==> config.mk <==
export PLATFORM = sky130hd
export DESIGN_NAME = doorlock_ctrl_param
export DESIGN_NICKNAME = d
export VERILOG_FILES = /design/src/rtl/doorlock_ctrl_param_pkg.sv /design/src/rtl/doorlock_code_buf.sv /design/src/rtl/doorlock_ctrl_param.sv
export SDC_FILE = /design/constraint.sdc
export NUM_CORES = 1
export LEC_CHECK = 0
export CAP_MARGIN = 20
export CORE_MARGIN = 2
export CORE_UTILIZATION = 40
export CTS_CLUSTER_DIAMETER = 30
export CTS_CLUSTER_SIZE = 8
export DETAILED_ROUTE_END_ITERATION = 10
export PLACE_DENSITY = 0.63
export RECOVER_POWER = 25
export SETUP_SLACK_MARGIN = 0.3
export SLEW_MARGIN = 20
export SYNTH_ARGS = -nofsm -noshare
export SYNTH_HDL_FRONTEND = slang
export SYNTH_HIERARCHICAL = 1
export SYNTH_SLANG_ARGS = --single-unit
export TNS_END_PERCENT = 20
==> constraint.sdc <==
create_clock -name CLK -period 3.2 [get_ports CLK]
set_input_delay 0.48 -clock CLK [delete_from_list [all_inputs] [get_ports CLK]]
set_output_delay 0.48 -clock CLK [all_outputs]
set_load 0.02 [all_outputs]
==> src/rtl/doorlock_ctrl_param_pkg.sv <==
// rtl/doorlock_ctrl_param_pkg.sv - shared key codes, digit width and state encoding for the doorlock controller
package doorlock_ctrl_param_pkg;

    localparam int DIGIT_W = 4;

    localparam logic [DIGIT_W-1:0] KEY_STAR = 4'd10;
    localparam logic [DIGIT_W-1:0] KEY_HASH = 4'd11;

    typedef enum logic [2:0] {
        S_IDLE,
        S_ENTRY,
        S_FAIL,
        S_OPEN,
        S_NEW1,
        S_NEW2,
        S_STORE,
        S_LOCKOUT
    } state_e;

endpackage

==> src/rtl/doorlock_code_buf.sv <==
// rtl/doorlock_code_buf.sv - shift-in BCD digit buffer with count, overflow flag and clear
module doorlock_code_buf
    import doorlock_ctrl_param_pkg::*;
#(
    parameter int CODE_LEN = 4
) (
    input  logic                                clk,
    input  logic                                rst,
    input  logic                                clr_i,
    input  logic                                push_i,
    input  logic [DIGIT_W-1:0]                  digit_i,
    output logic [CODE_LEN*DIGIT_W-1:0]         data_o,
    output logic [$clog2(CODE_LEN+1)-1:0]       cnt_o,
    output logic                                ovf_o
);

    localparam int CW = $clog2(CODE_LEN + 1);
    localparam int BW = CODE_LEN * DIGIT_W;

    logic [BW-1:0] data_q, data_d;
    logic [CW-1:0] cnt_q, cnt_d;
    logic          ovf_q, ovf_d;

    // A digit beyond CODE_LEN only flags overflow; the held digits stay put.
    always_comb begin
        data_d = data_q;
        cnt_d  = cnt_q;
        ovf_d  = ovf_q;
        if (clr_i) begin
            data_d = '0;
            cnt_d  = '0;
            ovf_d  = 1'b0;
        end else if (push_i) begin
            if (cnt_q == CW'(CODE_LEN)) begin
                ovf_d = 1'b1;
            end else begin
                data_d = {data_q[BW-DIGIT_W-1:0], digit_i};
                cnt_d  = cnt_q + CW'(1);
            end
        end
    end

    always_ff @(posedge clk) begin
        if (rst) begin
            data_q <= '0;
            cnt_q  <= '0;
            ovf_q  <= 1'b0;
        end else begin
            data_q <= data_d;
            cnt_q  <= cnt_d;
            ovf_q  <= ovf_d;
        end
    end

    assign data_o = data_q;
    assign cnt_o  = cnt_q;
    assign ovf_o  = ovf_q;

endmodule

==> src/rtl/doorlock_ctrl_param.sv <==
// rtl/doorlock_ctrl_param.sv - parametrised keypad doorlock with lockout, timeout, timed unlock and code change
module doorlock_ctrl_param
    import doorlock_ctrl_param_pkg::*;
#(
    parameter int                          CODE_LEN     = 4,
    parameter logic [CODE_LEN*DIGIT_W-1:0] DEFAULT_CODE = 16'h1234,
    parameter int                          MAX_FAIL     = 3,
    parameter int                          UNLOCK_CYC   = 200,
    parameter int                          LOCKOUT_CYC  = 1000,
    parameter int                          TIMEOUT_CYC  = 500,
    parameter int                          STORE_CYC    = 5
) (
    input  logic                               CLK,
    input  logic                               rst,
    input  logic                               sw_reset,
    input  logic                               key_valid,
    input  logic [DIGIT_W-1:0]                 key_code,
    output logic                               lockOP,
    output logic                               storeLED,
    output logic                               errLED,
    output logic                               lockout,
    output logic [$clog2(MAX_FAIL+1)-1:0]      fail_cnt,
    output logic [$clog2(CODE_LEN+1)-1:0]      digit_cnt
);

    localparam int CW = $clog2(CODE_LEN + 1);
    localparam int FW = $clog2(MAX_FAIL + 1);
    localparam int BW = CODE_LEN * DIGIT_W;
    localparam int M1 = (UNLOCK_CYC > LOCKOUT_CYC) ? UNLOCK_CYC : LOCKOUT_CYC;
    localparam int M2 = (TIMEOUT_CYC > STORE_CYC) ? TIMEOUT_CYC : STORE_CYC;
    localparam int TW = $clog2(((M1 > M2) ? M1 : M2) + 1);
    localparam logic [TW-1:0] T_TO = TW'(TIMEOUT_CYC - 1);

    state_e        state_q, state_d;
    logic [TW-1:0] tmr_q, tmr_d;
    logic [FW-1:0] fail_q, fail_d;
    logic [BW-1:0] code_q, code_d;
    logic          err_q, err_d;

    logic          push_a, push_b, clr_a, clr_b;
    logic [BW-1:0] data_a, data_b;
    logic [CW-1:0] cnt_a, cnt_b;
    logic          ovf_a, ovf_b;

    logic is_digit, is_star, is_hash;
    logic full_a, full_b, match_a, match_b, tmr_zero;
    logic [TW-1:0] tmr_dn;
    logic [FW-1:0] fail_inc;

    assign is_digit = key_valid && (key_code < KEY_STAR);
    assign is_star  = key_valid && (key_code == KEY_STAR);
    assign is_hash  = key_valid && (key_code == KEY_HASH);
    assign full_a   = (cnt_a == CW'(CODE_LEN)) && !ovf_a;
    assign full_b   = (cnt_b == CW'(CODE_LEN)) && !ovf_b;
    assign match_a  = full_a && (data_a == code_q);
    assign match_b  = full_b && (data_b == data_a);
    assign tmr_zero = (tmr_q == '0);
    assign tmr_dn   = tmr_q - TW'(1);
    assign fail_inc = fail_q + FW'(1);

    // Buffer A serves ENTRY and NEW1 (and must survive into NEW2); buffer B holds the confirmation copy.
    doorlock_code_buf #(.CODE_LEN(CODE_LEN)) u_buf_a (
        .clk(CLK), .rst(rst), .clr_i(clr_a), .push_i(push_a), .digit_i(key_code),
        .data_o(data_a), .cnt_o(cnt_a), .ovf_o(ovf_a)
    );

    doorlock_code_buf #(.CODE_LEN(CODE_LEN)) u_buf_b (
        .clk(CLK), .rst(rst), .clr_i(clr_b), .push_i(push_b), .digit_i(key_code),
        .data_o(data_b), .cnt_o(cnt_b), .ovf_o(ovf_b)
    );

    always_comb begin
        state_d = state_q;
        tmr_d   = tmr_q;
        fail_d  = fail_q;
        code_d  = code_q;
        err_d   = 1'b0;
        push_a  = 1'b0;
        push_b  = 1'b0;
        case (state_q)
            S_IDLE: if (is_digit) begin
                push_a  = 1'b1;
                state_d = S_ENTRY;
            end
            S_ENTRY: begin
                if (is_digit) begin
                    push_a = 1'b1;
                    tmr_d  = T_TO;
                end else if (is_star) begin
                    state_d = match_a ? S_OPEN : S_FAIL;
                    if (match_a) fail_d = '0;
                end else if (is_hash) begin
                    state_d = match_a ? S_NEW1 : S_FAIL;
                end else if (tmr_zero) begin
                    state_d = S_IDLE;
                end else begin
                    tmr_d = tmr_dn;
                end
            end
            S_FAIL: begin
                fail_d  = fail_inc;
                state_d = (fail_inc == FW'(MAX_FAIL)) ? S_LOCKOUT : S_IDLE;
            end
            S_OPEN: begin
                if (is_star || tmr_zero) state_d = S_IDLE;
                else                     tmr_d   = tmr_dn;
            end
            S_NEW1: begin
                if (is_digit) begin
                    push_a = 1'b1;
                    tmr_d  = T_TO;
                end else if (is_hash) begin
                    state_d = full_a ? S_NEW2 : S_IDLE;
                    err_d   = !full_a;
                end else if (is_star || tmr_zero) begin
                    state_d = S_IDLE;
                end else begin
                    tmr_d = tmr_dn;
                end
            end
            S_NEW2: begin
                if (is_digit) begin
                    push_b = 1'b1;
                    tmr_d  = T_TO;
                end else if (is_hash) begin
                    state_d = match_b ? S_STORE : S_IDLE;
                    err_d   = !match_b;
                    if (match_b) code_d = data_b;
                end else if (is_star || tmr_zero) begin
                    state_d = S_IDLE;
                end else begin
                    tmr_d = tmr_dn;
                end
            end
            S_STORE: begin
                if (tmr_zero) state_d = S_IDLE;
                else          tmr_d   = tmr_dn;
            end
            S_LOCKOUT: begin
                if (tmr_zero) begin
                    state_d = S_IDLE;
                    fail_d  = '0;
                end else begin
                    tmr_d = tmr_dn;
                end
            end
            default: state_d = S_IDLE;
        endcase

        if (state_d == S_FAIL) err_d = 1'b1;

        // Every state entry loads the timer for that state.
        if (state_d != state_q) begin
            case (state_d)
                S_OPEN:    tmr_d = TW'(UNLOCK_CYC - 1);
                S_STORE:   tmr_d = TW'(STORE_CYC - 1);
                S_LOCKOUT: tmr_d = TW'(LOCKOUT_CYC - 1);
                default:   tmr_d = T_TO;
            endcase
        end

        clr_a = sw_reset || ((state_d != state_q) && (state_q != S_IDLE)
                             && !(state_q == S_NEW1 && state_d == S_NEW2));
        clr_b = sw_reset || (state_d != state_q);
    end

    always_ff @(posedge CLK) begin
        if (rst || sw_reset) begin
            state_q <= S_IDLE;
            tmr_q   <= '0;
            fail_q  <= '0;
            code_q  <= DEFAULT_CODE;
            err_q   <= 1'b0;
        end else begin
            state_q <= state_d;
            tmr_q   <= tmr_d;
            fail_q  <= fail_d;
            code_q  <= code_d;
            err_q   <= err_d;
        end
    end

    always_comb begin
        case (state_q)
            S_ENTRY, S_NEW1: digit_cnt = cnt_a;
            S_NEW2:          digit_cnt = cnt_b;
            default:         digit_cnt = '0;
        endcase
    end

    assign lockOP   = (state_q == S_OPEN);
    assign storeLED = (state_q == S_STORE);
    assign lockout  = (state_q == S_LOCKOUT);
    assign errLED   = err_q;
    assign fail_cnt = fail_q;

endmodule

==> run_1/logic_types.png <==
The bar under the picture is 20 µm long.
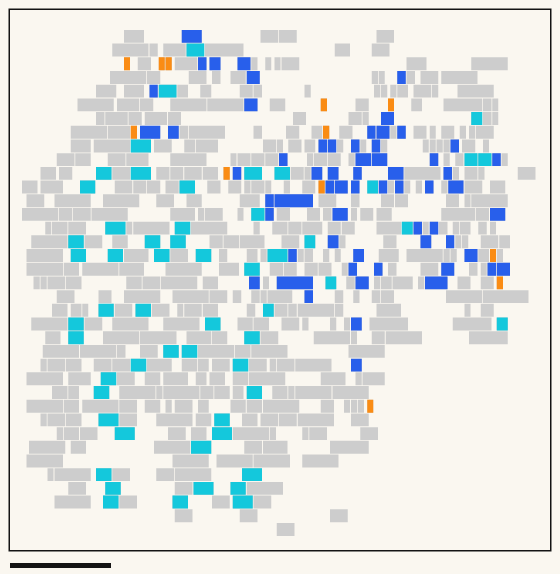
[inv cells] orange | cells: 12
[and/or cells] cyan | cells: 56
[aoi and oai cells] blue | cells: 62
most frequent logic cell in the layout: dfxtp_1
Non-Filler Instances: 681
multi-input gate share of total cell area: 53.6%

==> run_1/flops_by_reg.png <==
Other sequential cells in the stronger gray, the rest of the logic in the fainter gray.
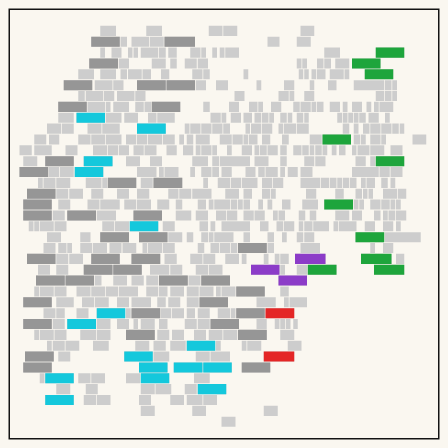
[`tmr_q`] green | placed flops: 10
[`state_q`] purple | placed flops: 3
[`u_buf_b/data_o`] cyan | placed flops: 16
[`fail_cnt`] red | placed flops: 2
Flop area: 0.00145 mm²
Seq power: 917 µW

==> impl_metrics.env, run 1 <==
# source this file to load flow results
export IMPL_run_status="finished clean"
export IMPL_drtIter0Drc=241
export IMPL_place_gp_congestion=0.896
export IMPL_design_area_mm2=0.00516
export IMPL_drt_met1_wl_um=5110
export IMPL_hold_class="register to register"
export IMPL_final_min_period_over_clock_period_pct=91.0
export IMPL_hp_start="code_q[2]$_SDFFE_PP1P_"
export IMPL_mux_share_pct=12.8
export IMPL_startpoint="key_code[2]"
export IMPL_start_kind="input pin"
export IMPL_ir_drop_uv=215
export IMPL_grt_antenna_before_repair=0
export IMPL_area_growth_pct=21.2
export IMPL_cp_arrival_ns=3.20
export IMPL_ys_warn_count=6
export IMPL_synth_adder_area_share_pct=1.76
export IMPL_dp_hpwl_um=8460
export IMPL_core_area_mm2=0.0103
export IMPL_synthFlopType="dfxtp_1"
export IMPL_cp_slowest_cell="or4_1"
export IMPL_track_usage_pct=21.5
export IMPL_wl_per_cell_um=17.2
export IMPL_grt_ovfl_total=0
export IMPL_ys_chip_area_mm2=0.00426
export IMPL_cts_hold_buf=0
export IMPL_die_area_mm2=0.0115
export IMPL_drc=0
export IMPL_synth_cell_types=60
export IMPL_wl_met2_um=5860
==> run_1/io_placement.png <==
Pins as bars across the die edge, other pins in gray.
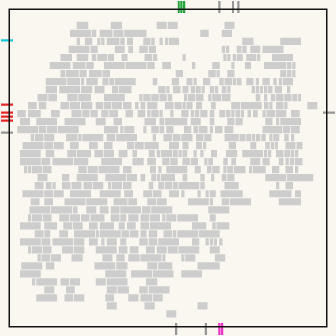
[`key_code`] red | pins: 4 | direction: input | edge: left
[`fail_cnt`] magenta | pins: 2 | direction: output | edge: bottom
[`CLK`] cyan | pins: 1 | direction: input | edge: left
[`digit_cnt`] green | pins: 3 | direction: output | edge: top
die height: 107 µm
I/O Buffers: 16

==> run 1: final cells by class <==
type                            instances  area [µm²]  area share [%]
Clock buffer                           10         128            2.47
Sequential cell                        72        1450            28.0
Clock inverter                          6        45.0           0.872
Inverter                               12        45.0           0.872
Multi-Input combinational cell        376        2770            53.6
Tap cell                              136         170            3.29
Timing Repair Buffer                   69         559            10.8
==> run 1: report_power, final <==
group          switching (mW)  internal [mW]
clock                   0.364          0.284
sequential             0.0130          0.905
combinational           0.170          0.122
--- run 2 (diff from run 1) ---
SETUP_SLACK_MARGIN = 0.05   (was 0.3)
SLEW_MARGIN = 10   (was 20)
clock period = 2.64 ns   (was 3.2 ns; I/O delays follow)
==> run_2/logic_types.png <==
The bar under the picture is 20 µm long.
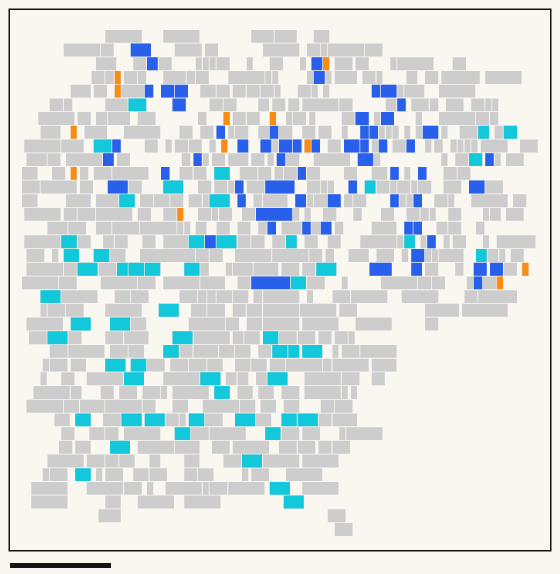
[aoi and oai cells] blue | cells: 62
[inv cells] orange | cells: 12
[and/or cells] cyan | cells: 56

==> run_2/io_placement.png <==
Pins as bars across the die edge, other pins in gray.
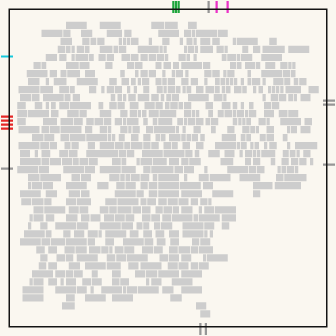
[`CLK`] cyan | pins: 1 | direction: input | edge: left
[`key_code`] red | pins: 4 | direction: input | edge: left
[`fail_cnt`] magenta | pins: 2 | direction: output | edge: top
[`digit_cnt`] green | pins: 3 | direction: output | edge: top
all pins by edge: 6 left, 6 top, 3 right, 2 bottom

==> run 2 against run 1 <==
Against the previous run: the run now ends with negative setup slack left; worst hold slack better by 0.020 ns; combinational power up 43%; die area unchanged; critical path depth up 2; total power up 29%; via count up 9.1%; area after synthesis unchanged; non-clock buffer count up 71; synthesized cell count unchanged; clock power up 35%; count of clock-buffer cells in the layout unchanged; routed wire length up 9.2%.
==> impl_metrics.env, run 2 <==
# source this file to load flow results
export IMPL_run_status="finished with violations"
export IMPL_violations="negative setup slack"
export IMPL_ys_chip_area_mm2=0.00426
export IMPL_io_buffers=16
export IMPL_final_common_cell="buf_4"
export IMPL_area_growth_pct=36.7
export IMPL_die_y_um=107
export IMPL_place_gp_congestion=0.905
export IMPL_cp_arrival_ns=3.14
export IMPL_die_area_mm2=0.0115
export IMPL_cp_slowest_cell="or4_4"
export IMPL_synthFlopType="dfxtp_1"
export IMPL_startpoint="tmr_q[1]$_SDFFE_PP0P_"
export IMPL_hold_class="register to register"
export IMPL_dp_hpwl_um=9210
export IMPL_final_setup_worst_slack_ns=-0.206
export IMPL_core_area_mm2=0.0103
export IMPL_drt_met1_wl_um=5850
export IMPL_wl_per_cell_um=17.0
export IMPL_setup_violations=37
export IMPL_grt_antenna_before_repair=0
export IMPL_stdcell_count=752
export IMPL_final_min_period_over_clock_period_pct=108
export IMPL_grt_ovfl_total=0
export IMPL_design_area_mm2=0.00583
export IMPL_ys_warn_count=6
export IMPL_drc=0
export IMPL_start_kind="register"
run 2: cell counts after synthesis:
Identical to the previous run, type by type.
run 2: power breakdown:
part / total [mW] / internal (mW) / switching, mW
sequential: 1.11 / 1.10 / 0.00997
combinational: 0.417 / 0.191 / 0.226
clock: 0.877 / 0.431 / 0.445
total: 2.40 / 1.72 / 0.681
run 2: cell families after synthesis:
group	Yosys count	share of synthesized area, %
compound gates	74	12.0
xor+xnor	33	6.78
fa+ha+maj	6	1.76
buf+inv	38	4.34
flops	72	33.8
mux	54	12.8
simple gates	207	28.4
run 2: cell type report:
type	instances	area [µm²]
Multi-Input combinational cell	377	2830
Clock inverter	5	58.8
Fill cell	907	4490
Clock buffer	10	128
Timing Repair Buffer	140	1150
Sequential cell	72	1440
Inverter	12	45.0
Tap cell	136	170
--- run 3 (diff from run 2) ---
SKIP_LAST_GASP = 1   (was unset)
TNS_END_PERCENT = 100   (was 20)
==> run_3/wires.png <==
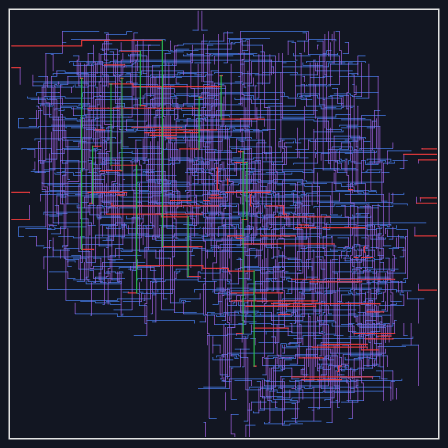
[metal 2] purple | wire length: 6630 µm
[metal 3] red | wire length: 692 µm
[metal 1] blue | wire length: 5960 µm
[metal 4] green | wire length: 320 µm

==> run_3/clocks.png <==
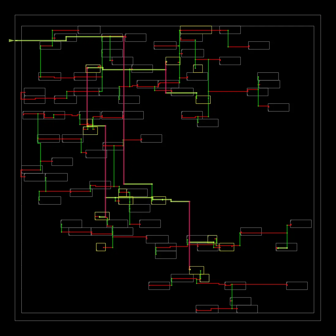
Clock Latency Late Sink: 0.36 ns
# clk buffers: 9
clock sinks: 72

==> run 3 against run 2 <==
Against the previous run: non-clock buffer count rose by 11; first-iteration DRC count shrank 13%; via count increased by 3.0%; sequential share of layout area down 1.1 points; total power grew 4.6%; flip-flop count unchanged; the flow still finishes with violations (negative setup slack); utilization grew 3.5 points; sequential power hardly changed; highest routed layer unchanged; critical endpoint is now u_buf_a/data_o[15]$_SDFFE_PP0P_.
==> impl_metrics.env, run 3 <==
# source this file to load flow results
export IMPL_startpoint="u_buf_a/data_o[10]$_SDFFE_PP0P_"
export IMPL_ys_sh_xor_pct=6.78
export IMPL_final_min_period_over_clock_period_pct=111
export IMPL_comb_power_uw=485
export IMPL_synth_adder_area_share_pct=1.76
export IMPL_ir_drop_uv=274
export IMPL_cp_slowest_cell="or4_4"
export IMPL_seq_power_mw=1.11
export IMPL_violations="negative setup slack"
export IMPL_mux_share_pct=12.8
export IMPL_yosys_area_share_aoi_pct=12.0
export IMPL_hold_class="register to register"
export IMPL_drc=0
export IMPL_swShare_pct=29.5
export IMPL_track_usage_pct=24.1
export IMPL_die_area_mm2=0.0115
export IMPL_ys_chip_area_mm2=0.00426
export IMPL_dp_hpwl_um=9140
export IMPL_core_area_mm2=0.0103
export IMPL_wl_per_cell_um=17.8
export IMPL_grt_ovfl_total=0
export IMPL_synth_cell_types=60
export IMPL_fillCellCount=866
export IMPL_ys_warn_count=6
export IMPL_run_status="finished with violations"
export IMPL_design_area_mm2=0.00619
export IMPL_hp_start="code_q[9]$_SDFFE_PP1P_"
export IMPL_clock_power_share_pct=36.7
export IMPL_start_kind="register"
export IMPL_final_common_cell="buf_4"
export IMPL_synthTopLogicFamily="simple AND/OR/NAND/NOR gates"
export IMPL_combPwrFrac_pct=19.3
export IMPL_stdcell_count=763
export IMPL_yosys_area_share_simple_pct=28.4
export IMPL_area_growth_pct=45.1
export IMPL_grt_antenna_before_repair=0
export IMPL_final_setup_worst_slack_ns=-0.296
export IMPL_cp_arrival_ns=3.23
export IMPL_synthFlopType="dfxtp_1"
export IMPL_seq_power_share_pct=44.0
export IMPL_place_gp_congestion=0.923
export IMPL_power_group_top="sequential cells"
export IMPL_p_switching_uw=741
export IMPL_setup_violations=49
-- run 3: cell counts after synthesis --
No cell type changed its count.
-- run 3: area by class of cell --
cell class / instances / area, µm² / share of cell area, %
flip-flops and latches: 72 / 1470 / 23.7
well taps: 136 / 170 / 2.75
multi-input cells: 376 / 2990 / 48.4
clock inverters: 7 / 77.6 / 1.25
clock buffers: 9 / 124 / 2.00
repair buffers: 151 / 1310 / 21.2
inverters: 12 / 45.0 / 0.728
-- run 3: layer usage --
layer	global-route usage, %	vias up	routed length [µm]
met2	40.0	145	6630
met5	0	-	0
met4	9.55	0	319
met1	30.9	2048	5960
li1	-	2030	-
met3	4.26	31	692
Power is estimated from default activity; no workload was simulated.
